[src/rtl/mesh_barrier_ctrl.sv]
// Root barrier scheduler for the mesh synchronization network.
// Each barrier collects arrivals from its member tiles, releases them together
// (or on timeout with error), and every tile is answered over a wake/ack handshake.
module mesh_barrier_ctrl #(
  parameter int N_TILES    = 4,
  parameter int N_BARRIERS = 2,
  parameter int TIMEOUT_W  = 16,
  parameter int BAR_W      = (N_BARRIERS > 1) ? $clog2(N_BARRIERS) : 1
) (
  input  logic                       clk_i,
  input  logic                       rst_i,
  input  logic                       cfg_we_i,
  input  logic [BAR_W-1:0]           cfg_bar_i,
  input  logic [N_TILES-1:0]         cfg_mask_i,
  input  logic [TIMEOUT_W-1:0]       cfg_timeout_i,
  output logic                       cfg_err_o,
  input  logic [N_TILES-1:0]         sync_req_i,
  input  logic [N_TILES*BAR_W-1:0]   sync_bar_i,
  output logic [N_TILES-1:0]         sync_wake_o,
  output logic [N_TILES-1:0]         sync_error_o,
  input  logic [N_TILES-1:0]         sync_ack_i,
  output logic [N_BARRIERS-1:0]      bar_busy_o
);

  typedef enum logic [1:0] {
    S_IDLE    = 2'd0,
    S_COLLECT = 2'd1,
    S_RELEASE = 2'd2
  } state_e;

  state_e               state_q   [N_BARRIERS];
  state_e               state_d   [N_BARRIERS];
  logic [N_TILES-1:0]   mask_q    [N_BARRIERS];
  logic [N_TILES-1:0]   mask_d    [N_BARRIERS];
  logic [TIMEOUT_W-1:0] timeout_q [N_BARRIERS];
  logic [TIMEOUT_W-1:0] timeout_d [N_BARRIERS];
  logic [TIMEOUT_W-1:0] cnt_q     [N_BARRIERS];
  logic [TIMEOUT_W-1:0] cnt_d     [N_BARRIERS];
  logic [N_TILES-1:0]   arrived_q [N_BARRIERS];
  logic [N_TILES-1:0]   arrived_d [N_BARRIERS];
  logic [N_TILES-1:0]   new_arr   [N_BARRIERS];

  logic [N_TILES-1:0]    wake_q, wake_d;
  logic [N_TILES-1:0]    error_q, error_d;
  logic                  cfg_err_q, cfg_err_d;
  logic [N_BARRIERS-1:0] busy_q, busy_d;

  logic [N_TILES-1:0]    tile_busy;
  logic [N_TILES-1:0]    tile_ok;
  logic [N_TILES-1:0]    ack_eff;
  logic [N_BARRIERS-1:0] expire;
  logic                  cfg_ok;

  // Next-state logic: ack handling, arrival steering, per-barrier FSMs, config writes
  always_comb begin
    wake_d    = wake_q;
    error_d   = error_q;
    cfg_err_d = 1'b0;
    cfg_ok    = 1'b0;
    ack_eff   = sync_ack_i & wake_q;
    tile_busy = wake_q;
    tile_ok   = '0;
    expire    = '0;
    for (int b = 0; b < N_BARRIERS; b++) begin
      state_d[b]   = state_q[b];
      mask_d[b]    = mask_q[b];
      timeout_d[b] = timeout_q[b];
      cnt_d[b]     = cnt_q[b];
      arrived_d[b] = arrived_q[b];
      new_arr[b]   = '0;
      tile_busy    = tile_busy | arrived_q[b];
    end

    // An ack only counts while the tile is actually being woken
    wake_d  = wake_d & ~ack_eff;
    error_d = error_d & ~ack_eff;

    // Steer each fresh request to its barrier, or answer it with an error wake
    for (int i = 0; i < N_TILES; i++) begin
      if (sync_req_i[i] && !tile_busy[i]) begin
        for (int b = 0; b < N_BARRIERS; b++) begin
          if (sync_bar_i[i*BAR_W +: BAR_W] == BAR_W'(b) &&
              mask_q[b][i] && state_q[b] != S_RELEASE) begin
            new_arr[b][i] = 1'b1;
            tile_ok[i]    = 1'b1;
          end
        end
        if (!tile_ok[i]) begin
          wake_d[i]  = 1'b1;
          error_d[i] = 1'b1;
        end
      end
    end

    // Barrier FSMs; completion is checked before expiry so it wins a tie
    for (int b = 0; b < N_BARRIERS; b++) begin
      expire[b] = (timeout_q[b] != '0) &&
                  (cnt_q[b] == timeout_q[b] - TIMEOUT_W'(1));
      case (state_q[b])
        S_IDLE: begin
          if (new_arr[b] != '0) begin
            arrived_d[b] = new_arr[b];
            cnt_d[b]     = '0;
            if (new_arr[b] == mask_q[b]) begin
              state_d[b] = S_RELEASE;
              wake_d     = wake_d | new_arr[b];
              error_d    = error_d & ~new_arr[b];
            end else begin
              state_d[b] = S_COLLECT;
            end
          end
        end
        S_COLLECT: begin
          arrived_d[b] = arrived_q[b] | new_arr[b];
          cnt_d[b]     = cnt_q[b] + TIMEOUT_W'(1);
          if (arrived_d[b] == mask_q[b]) begin
            state_d[b] = S_RELEASE;
            wake_d     = wake_d | arrived_d[b];
            error_d    = error_d & ~arrived_d[b];
          end else if (expire[b]) begin
            state_d[b] = S_RELEASE;
            wake_d     = wake_d | arrived_d[b];
            error_d    = error_d | arrived_d[b];
          end
        end
        S_RELEASE: begin
          arrived_d[b] = arrived_q[b] & ~ack_eff;
          if (arrived_d[b] == '0) begin
            state_d[b] = S_IDLE;
          end
        end
        default: begin
          state_d[b] = S_IDLE;
        end
      endcase
    end

    // Configuration only lands on an idle, existing barrier
    if (cfg_we_i) begin
      for (int b = 0; b < N_BARRIERS; b++) begin
        if (cfg_bar_i == BAR_W'(b) && state_q[b] == S_IDLE) begin
          mask_d[b]    = cfg_mask_i;
          timeout_d[b] = cfg_timeout_i;
          cfg_ok       = 1'b1;
        end
      end
      cfg_err_d = !cfg_ok;
    end

    for (int b = 0; b < N_BARRIERS; b++) begin
      busy_d[b] = (state_d[b] != S_IDLE);
    end
  end

  // State registers; reset aborts every barrier without waking anyone
  always_ff @(posedge clk_i or posedge rst_i) begin
    if (rst_i) begin
      for (int b = 0; b < N_BARRIERS; b++) begin
        state_q[b]   <= S_IDLE;
        mask_q[b]    <= '0;
        timeout_q[b] <= '0;
        cnt_q[b]     <= '0;
        arrived_q[b] <= '0;
      end
      mask_q[0] <= '1;
      wake_q    <= '0;
      error_q   <= '0;
      cfg_err_q <= 1'b0;
      busy_q    <= '0;
    end else begin
      for (int b = 0; b < N_BARRIERS; b++) begin
        state_q[b]   <= state_d[b];
        mask_q[b]    <= mask_d[b];
        timeout_q[b] <= timeout_d[b];
        cnt_q[b]     <= cnt_d[b];
        arrived_q[b] <= arrived_d[b];
      end
      wake_q    <= wake_d;
      error_q   <= error_d;
      cfg_err_q <= cfg_err_d;
      busy_q    <= busy_d;
    end
  end

  assign sync_wake_o  = wake_q;
  assign sync_error_o = error_q;
  assign cfg_err_o    = cfg_err_q;
  assign bar_busy_o   = busy_q;

endmodule

[config.mk]
export PLATFORM = sky130hd
export DESIGN_NAME = mesh_barrier_ctrl
export DESIGN_NICKNAME = d
export VERILOG_FILES = /design/src/rtl/mesh_barrier_ctrl.sv
export SDC_FILE = /design/constraint.sdc
export NUM_CORES = 1
export LEC_CHECK = 0
export ABC_CLOCK_PERIOD_IN_PS = 3730
export CAP_MARGIN = 15
export CORE_MARGIN = 3
export CORE_UTILIZATION = 60
export CTS_CLUSTER_SIZE = 25
export DETAILED_ROUTE_END_ITERATION = 10
export PLACE_DENSITY = 0.81
export SLEW_MARGIN = 0
export SYNTH_ARGS = -nofsm -noshare
export SYNTH_HDL_FRONTEND = slang
export SYNTH_SLANG_ARGS = --single-unit
[constraint.sdc]
create_clock -name clk_i -period 3.73 [get_ports clk_i]
set_input_delay 0.373 -clock clk_i [delete_from_list [all_inputs] [get_ports clk_i]]
set_output_delay 0.373 -clock clk_i [all_outputs]
set_load 0.01 [all_outputs]
### Clock distribution, run 1

Scale: 4 px per µm.
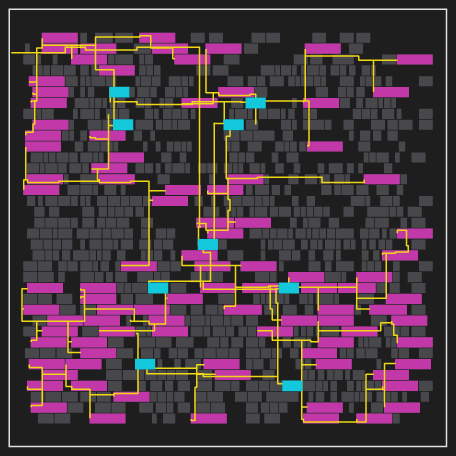
clock-net drivers: marked cyan, count 9. flip-flops: marked magenta, count 95. clock wires: marked yellow, length 1,180 µm.
There are 10 routed clock nets.

### Placement by cell class, run 1

Scale: 3 px per µm. Fill, decap, tap and diode cells in gray.
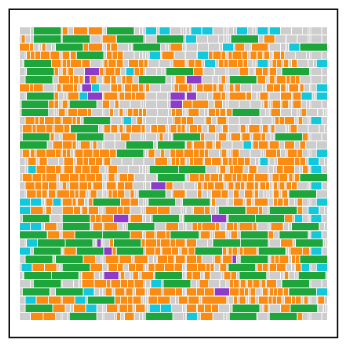
remaining buffers and delay cells: marked cyan, cells 56. registers: marked green, cells 95. remaining logic cells: marked orange, cells 579. clock drivers and dummy loads: marked purple, cells 16.

==> results.toml, run 1 <==
# physical design summary
[cells_and_area]
logic_gate_count = 550
sh_comb_area_pct = 52.7
lay_top_count = "dfrtp_1"
nFillCells = 739
antennaDiodeCount = 0
nets = 790
final_cell_mix = "dfrtp_1 (91), nor2_1 (56), nand2_1 (50)"
final-clk-cell-share_pct = 2.42
buffer_area_share_pct = 7.52
post_route_cells_drive_above_1_share_pct = 11.4
finish.instance_area_um2 = 7120
reg.largest.list = "cnt_q x32, timeout_q x32"
logic_area_um2 = 3750
seq_area_um2 = 2380
seq_area_share_pct = 33.5
post-route-util_pct = 70.9
stdcell_count = 879
area_dominant_class = "combinational gates"
syn_to_final_growth_pct = 12.0

[yosys]
synthXorXnorAreaFrac_pct = 8.34
synth-edff-count = 0
syn-cell-area_um2 = 6360
adder_share_pct = 2.56
synth.avg_cell_area_um2 = 9.06
top_cells_by_count = "dfrtp_1 (91), nor2_1 (56), nand2_1 (50), a21oi_1 (44), mux2_2 (40)"
ys_cells = 702
synth_sequential_area_ratio_pct = 37.5
yosysTopAreaCellShare_pct = 35.8
synth.most_common_cell = "dfrtp_1"
synthArstFlopShare_pct = 100
synthSimpleGateAreaFrac_pct = 23.7
syn-num-nets = 751
flop_cell = "dfrtp_1"
yosysUniqueCellTypes = 80
synthMuxAreaShare_pct = 7.56
ys_ff = 95

[critical_path]
cp_top_family = "simple AND/OR/NAND/NOR gates"
r2r_end = "sync_wake_o[1]"
cp-start-kind = "register"
cp.arrival_ns = 3.42
crit_path_end_kind = "register"
max_stage_delay_ns = 0.73
crit_path_cell_trace = "nor4_1 -> nand2b_1 -> o311ai_0 -> nand4_1 -> and4_1 -> a31oi_1 -> a21boi_1 -> o221ai_1"
worst_path_max_delay_cell = "nor4_1"
worst-path-buf-inv = 0
reg2regPathDepth = 8
r2r_setup_slack_ns = 0.54
endpoint = "sync_wake_o[1]"
cp.depth = 8
worstPathMaxFanout = 6

[power]
powerSeq_uw = 1970
p_seq_share_pct = 37.4
p_leak_uw = 0.00282
swShare_pct = 45.9
powerComb_uw = 2660
p_switching_uw = 2420
vdd_drop_max_mv = 0.436
p_clk_share_pct = 12.0
finalPower_uw = 5260
maxPowerGroup = "combinational cells"
powerDensity_nw_per_um2 = 739
internal_power_uw = 2850
pwr-share-comb_pct = 50.5

[global_route]
grt.busiest_layer = "met2"
grt_max_degree = 37
grt_pass1_vias = 5724
met2_usage_pct = 50.3
grtUsageTotal_pct = 31.2
grt_util_met3_pct = 5.15
grt_overflow = 0
grt_pass1_wl_um = 28700
antenna_found_initial = 0
met1_usage_pct = 42.5

[cts]
clockBufferDepth = 2
insertion_delay_ns = 0.37
cts_resized = 0
postCtsSetupBuffers = 0
cts_root_buffer = "clkbuf_8"
tritoncts = "done"
clk_pin_slew_ns = 0.10

[final_timing]
timing.final.crit_share_pct = 85.4
tns_ns = 0
slew_violations = 0
fin_hold_ws_ns = 0.374
hold_viol = 0
maxClockFrequency_mhz = 314
slew_headroom_pct = 25.0
clock_skew_ns = 0.00582
max_slew.worst_pin.slew_ns = 1.12
setup_viol = 0

[die]
fp-row-count = 36
nWellTaps = 133
die.size.y_um = 109
die-area_um2 = 11900
core_area_um2 = 10000
die_x_um = 109
num_io_pins = 47

[job]
warnings = 33
cap_violations = 0

[drt]
wl_met3_um = 1460
drt_iter0_drc = 526
vias_per_cell = 6.67
highest_layer = "met4"
first_pass_iters = 7
wl_met1_um = 7430
vias = 5860
ant_nets = 0
dr_wl_met2_um = 8510

[placed_design]
dpl-instance-area_um2 = 6950
dp_hpwl_um = 13600
io_buffers = 46
place_inst = 863
place_congestion = 1.01

[outcome]
status = "finished, final reports clean"
### Clock nets, run 1

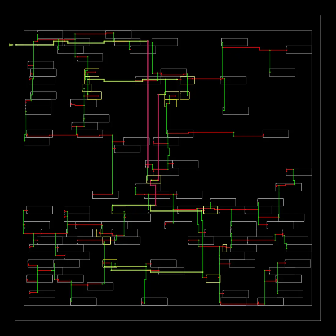
clock buf count: 11
registers: 95

### Placement density heat map, run 1

Scale: 2 px per µm. 11 x 11 tiles, from black (low) to pale yellow (high), 0 to 100% covered.
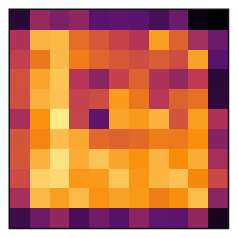

==> run 1 -> run 2 <==
Settings changed: CAP_MARGIN 15 to not set, GPL_TIMING_DRIVEN set to 0, MAX_ROUTING_LAYER set to met4.
### Placement density heat map, run 2

Scale: 2 px per µm. 11 x 11 tiles, from black (low) to pale yellow (high), 0 to 100% covered.
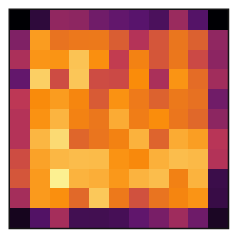
1.7% of the tiles are nearly empty. The emptiest ninth of the die: top right. The fullest tile reaches 97%. The mean over all tiles is 59%. 33% of the tiles are over 75% full.

==> run 2 against run 1 <==
  * Sequential power shrank 5%
  * First-iteration DRC count shrank 0.95%
  * Die size is the same
  * Synthesized cell count is the same
  * Final area grew 1.2%
  * Critical path type unchanged
  * Critical endpoint is now cnt_q[31]
  * Largest cell class unchanged
==> results.toml, run 2 <==
# physical design summary
[placed_design]
place_inst = 882
dp_hpwl_um = 13000
io_buffers = 46
place_congestion = 1.02

[cts]
cts_resized = 0
clk_pin_slew_ns = 0.09
cts_root_buffer = "clkbuf_8"
tritoncts = "done"

[cells_and_area]
final_cell_mix = "dfrtp_1 (91), nor2_1 (56), nand2_1 (50)"
logic_area_um2 = 3760
nClkBuffers = 13
antennaDiodeCount = 0
sh_comb_area_pct = 52.2
post-route-util_pct = 71.7
area_dominant_class = "combinational gates"
ff_count = 95
logic_gate_count = 550
seq_area_share_pct = 33.1
nets = 809
stdcell_count = 898
finish.instance_area_um2 = 7200
post_route_cells_drive_above_1_share_pct = 10.1
final-clk-cell-share_pct = 2.55

[power]
internal_power_uw = 2910
p_leak_uw = 0.00282
pwr-share-comb_pct = 51.9
swShare_pct = 45.1
maxPowerGroup = "combinational cells"
p_clk_share_pct = 12.8
powerComb_uw = 2750
vdd_drop_max_mv = 0.495
p_switching_uw = 2390
finalPower_uw = 5290

[drt]
dr_wl_met2_um = 7730
vias_per_cell = 6.47
drt_iter0_drc = 521
highest_layer = "met4"

[global_route]
grtUsageTotal_pct = 31.3
met2_usage_pct = 47.1
grt_util_met3_pct = 8.17
grt.busiest_layer = "met2"
grt_max_degree = 66
antenna_found_initial = 0
grt_overflow = 0
grt_pass1_vias = 5695

[critical_path]
reg2regPathDepth = 12
crit_path_cell_trace = "inv_1 -> ha_1 -> clkbuf_1 -> nor3b_1 -> a22oi_1 -> a41oi_1 -> nand4_1 -> or2_1 -> clkbuf_1 -> nor3_1 -> xnor2_1 -> nor2_1"
r2r_setup_slack_ns = 0.36
crit_path_end_kind = "register"
cp.depth = 12
cp_top_family = "simple AND/OR/NAND/NOR gates"
worst-path-buf-inv = 3
max_stage_delay_ns = 0.49
cp-start-kind = "register"
worstPathMaxFanout = 10

[final_timing]
timing.final.crit_share_pct = 90.4
clock_skew_ns = 0.0120
fin_hold_ws_ns = 0.341
max_slew.worst_pin.slew_ns = 0.764
hold_viol = 0
setup_viol = 0
tns_ns = 0
maxClockFrequency_mhz = 297

[yosys]
flop_cell = "dfrtp_1"
yosysUniqueCellTypes = 80
synthSimpleGateAreaFrac_pct = 23.7
synth.most_common_cell = "dfrtp_1"
adder_share_pct = 2.56
syn-num-nets = 751
yosysTopAreaCellShare_pct = 35.8
ys_cells = 702
synth_sequential_area_ratio_pct = 37.5
syn-cell-area_um2 = 6360
ys_ff = 95
synth.avg_cell_area_um2 = 9.06

[die]
nWellTaps = 133
core_area_um2 = 10000
fp-row-count = 36
die_x_um = 109
die-area_um2 = 11900
num_io_pins = 47

[outcome]
status = "finished, final reports clean"

[job]
warnings = 33
### Clock distribution, run 2

Scale: 4 px per µm.
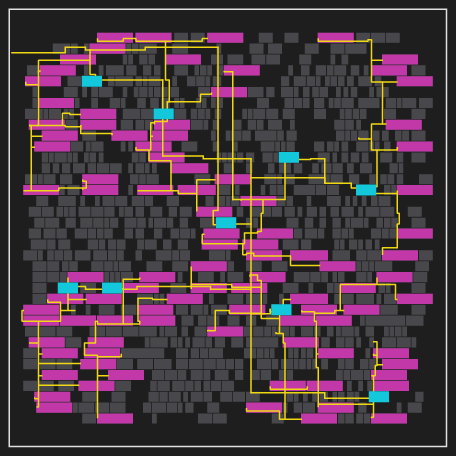
clock wires: marked yellow, length 1,220 µm. clock-net drivers: marked cyan, count 9. flip-flops: marked magenta, count 95.
There are 10 routed clock nets.

==> run 2 -> run 3 <==
Settings changed: SKIP_CTS_REPAIR_TIMING set to 1.
### Placement density heat map, run 3

Scale: 2 px per µm. 11 x 11 tiles, from black (low) to pale yellow (high), 0 to 100% covered.
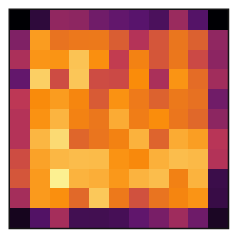
The emptiest ninth of the die: top right. The mean over all tiles is 59%. 33% of the tiles are over 75% full. 1.7% of the tiles are nearly empty. The fullest tile reaches 97%.

### Zoomed window, run 3

Window x 42 to 67, y 42 to 67 µm. Cells in gray, sequential cells in the stronger gray; small squares are vias.
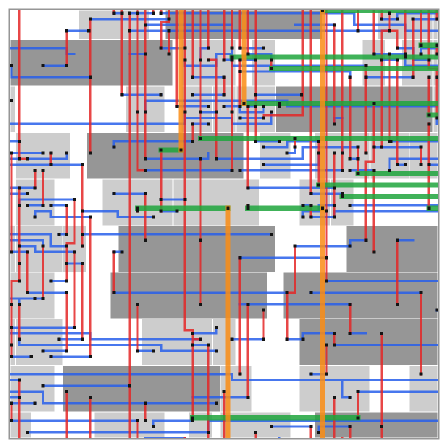
M2: marked red. M3: marked green. M4: marked orange. M1: marked blue.
Most frequent: dfrtp_1 (10), mux2_2 (7). Sequential cells in the window: 11. 44 logic cells have their middle in the window. Netlist names of flops here include `timeout_q` (5), `mask_q` (2), `sync_error_o` (2).

==> run 3 against run 2 <==
  * Sequential cell count stayed put
  * Clock power hardly changed
  * Register-to-register slack hardly changed
  * Synthesized area stayed put
  * Power stayed put
  * Critical path depth stayed put
  * Maximum frequency stayed put
  * First-iteration DRC count stayed put
  * Setup slack stayed put
  * Count of clock-buffer cells in the layout stayed put
  * Sequential share of layout area stayed put
  * Critical endpoint unchanged
  * Largest cell class unchanged
==> results.toml, run 3 <==
# physical design summary
[outcome]
status = "finished, final reports clean"

[yosys]
top_cells_by_count = "dfrtp_1 (91), nor2_1 (56), nand2_1 (50), a21oi_1 (44), mux2_2 (40)"
synthXorXnorAreaFrac_pct = 8.34
synthArstFlopShare_pct = 100
yosysUniqueCellTypes = 80
yosysTopAreaCellShare_pct = 35.8
flop_cell = "dfrtp_1"
adder_share_pct = 2.56
synth.most_common_cell = "dfrtp_1"
syn-cell-area_um2 = 6360
ys_cells = 702
ys_ff = 95
synth-edff-count = 0

[critical_path]
cp.depth = 12
crit_path_cell_trace = "inv_1 -> ha_1 -> clkbuf_1 -> nor3b_1 -> a22oi_1 -> a41oi_1 -> nand4_1 -> or2_1 -> clkbuf_1 -> nor3_1 -> xnor2_1 -> nor2_1"
worstPathMaxFanout = 10
worst_path_max_delay_cell = "nor3b_1"
max_stage_delay_ns = 0.49
crit_path_end_kind = "register"
cp_top_family = "simple AND/OR/NAND/NOR gates"
r2r_end = "cnt_q[31]"
endpoint = "cnt_q[31]"

[power]
p_seq_share_pct = 35.3
finalPower_uw = 5290
swShare_pct = 45.1
vdd_drop_max_mv = 0.495
pwr-share-comb_pct = 51.9
maxPowerGroup = "combinational cells"
powerSeq_uw = 1870
p_switching_uw = 2390
p_leak_uw = 0.00282
powerComb_uw = 2750
p_clk_share_pct = 12.8

[cells_and_area]
seq_area_um2 = 2380
area_dominant_class = "combinational gates"
nets = 809
nFillCells = 790
sh_comb_area_pct = 52.2
antennaDiodeCount = 0
ff_count = 95
post-route-util_pct = 71.7
logic_gate_count = 550
logic_area_um2 = 3760
seq_area_share_pct = 33.1
buffer_area_share_pct = 8.36
nClkBuffers = 13

[die]
core_area_um2 = 10000
fp-row-count = 36
die-area_um2 = 11900
die_x_um = 109
num_io_pins = 47

[global_route]
met1_usage_pct = 40.9
grt_overflow = 0
grt_max_degree = 66
grt.busiest_layer = "met2"
grt_pass1_wl_um = 28100
grt_util_met3_pct = 8.17
grtUsageTotal_pct = 31.3
antenna_found_initial = 0

[final_timing]
tns_ns = 0
maxClockFrequency_mhz = 297
slew_violations = 0
slew_headroom_pct = 49.0
fin_hold_ws_ns = 0.341
clock_skew_ns = 0.0120
setup_viol = 0
hold_viol = 0
max_slew.worst_pin.slew_ns = 0.764

[placed_design]
dp_hpwl_um = 13000
dpl-instance-area_um2 = 7010
place_congestion = 1.02

[drt]
vias = 5813
wl_met3_um = 1530
dr_wl_met2_um = 7730
wl_met1_um = 7420
highest_layer = "met4"
first_pass_iters = 5

[cts]
insertion_delay_ns = 0.39
tritoncts = "done"
clockBufferDepth = 2

[job]
warnings = 33
cap_violations = 0
Power is estimated from default activity; no workload was simulated.
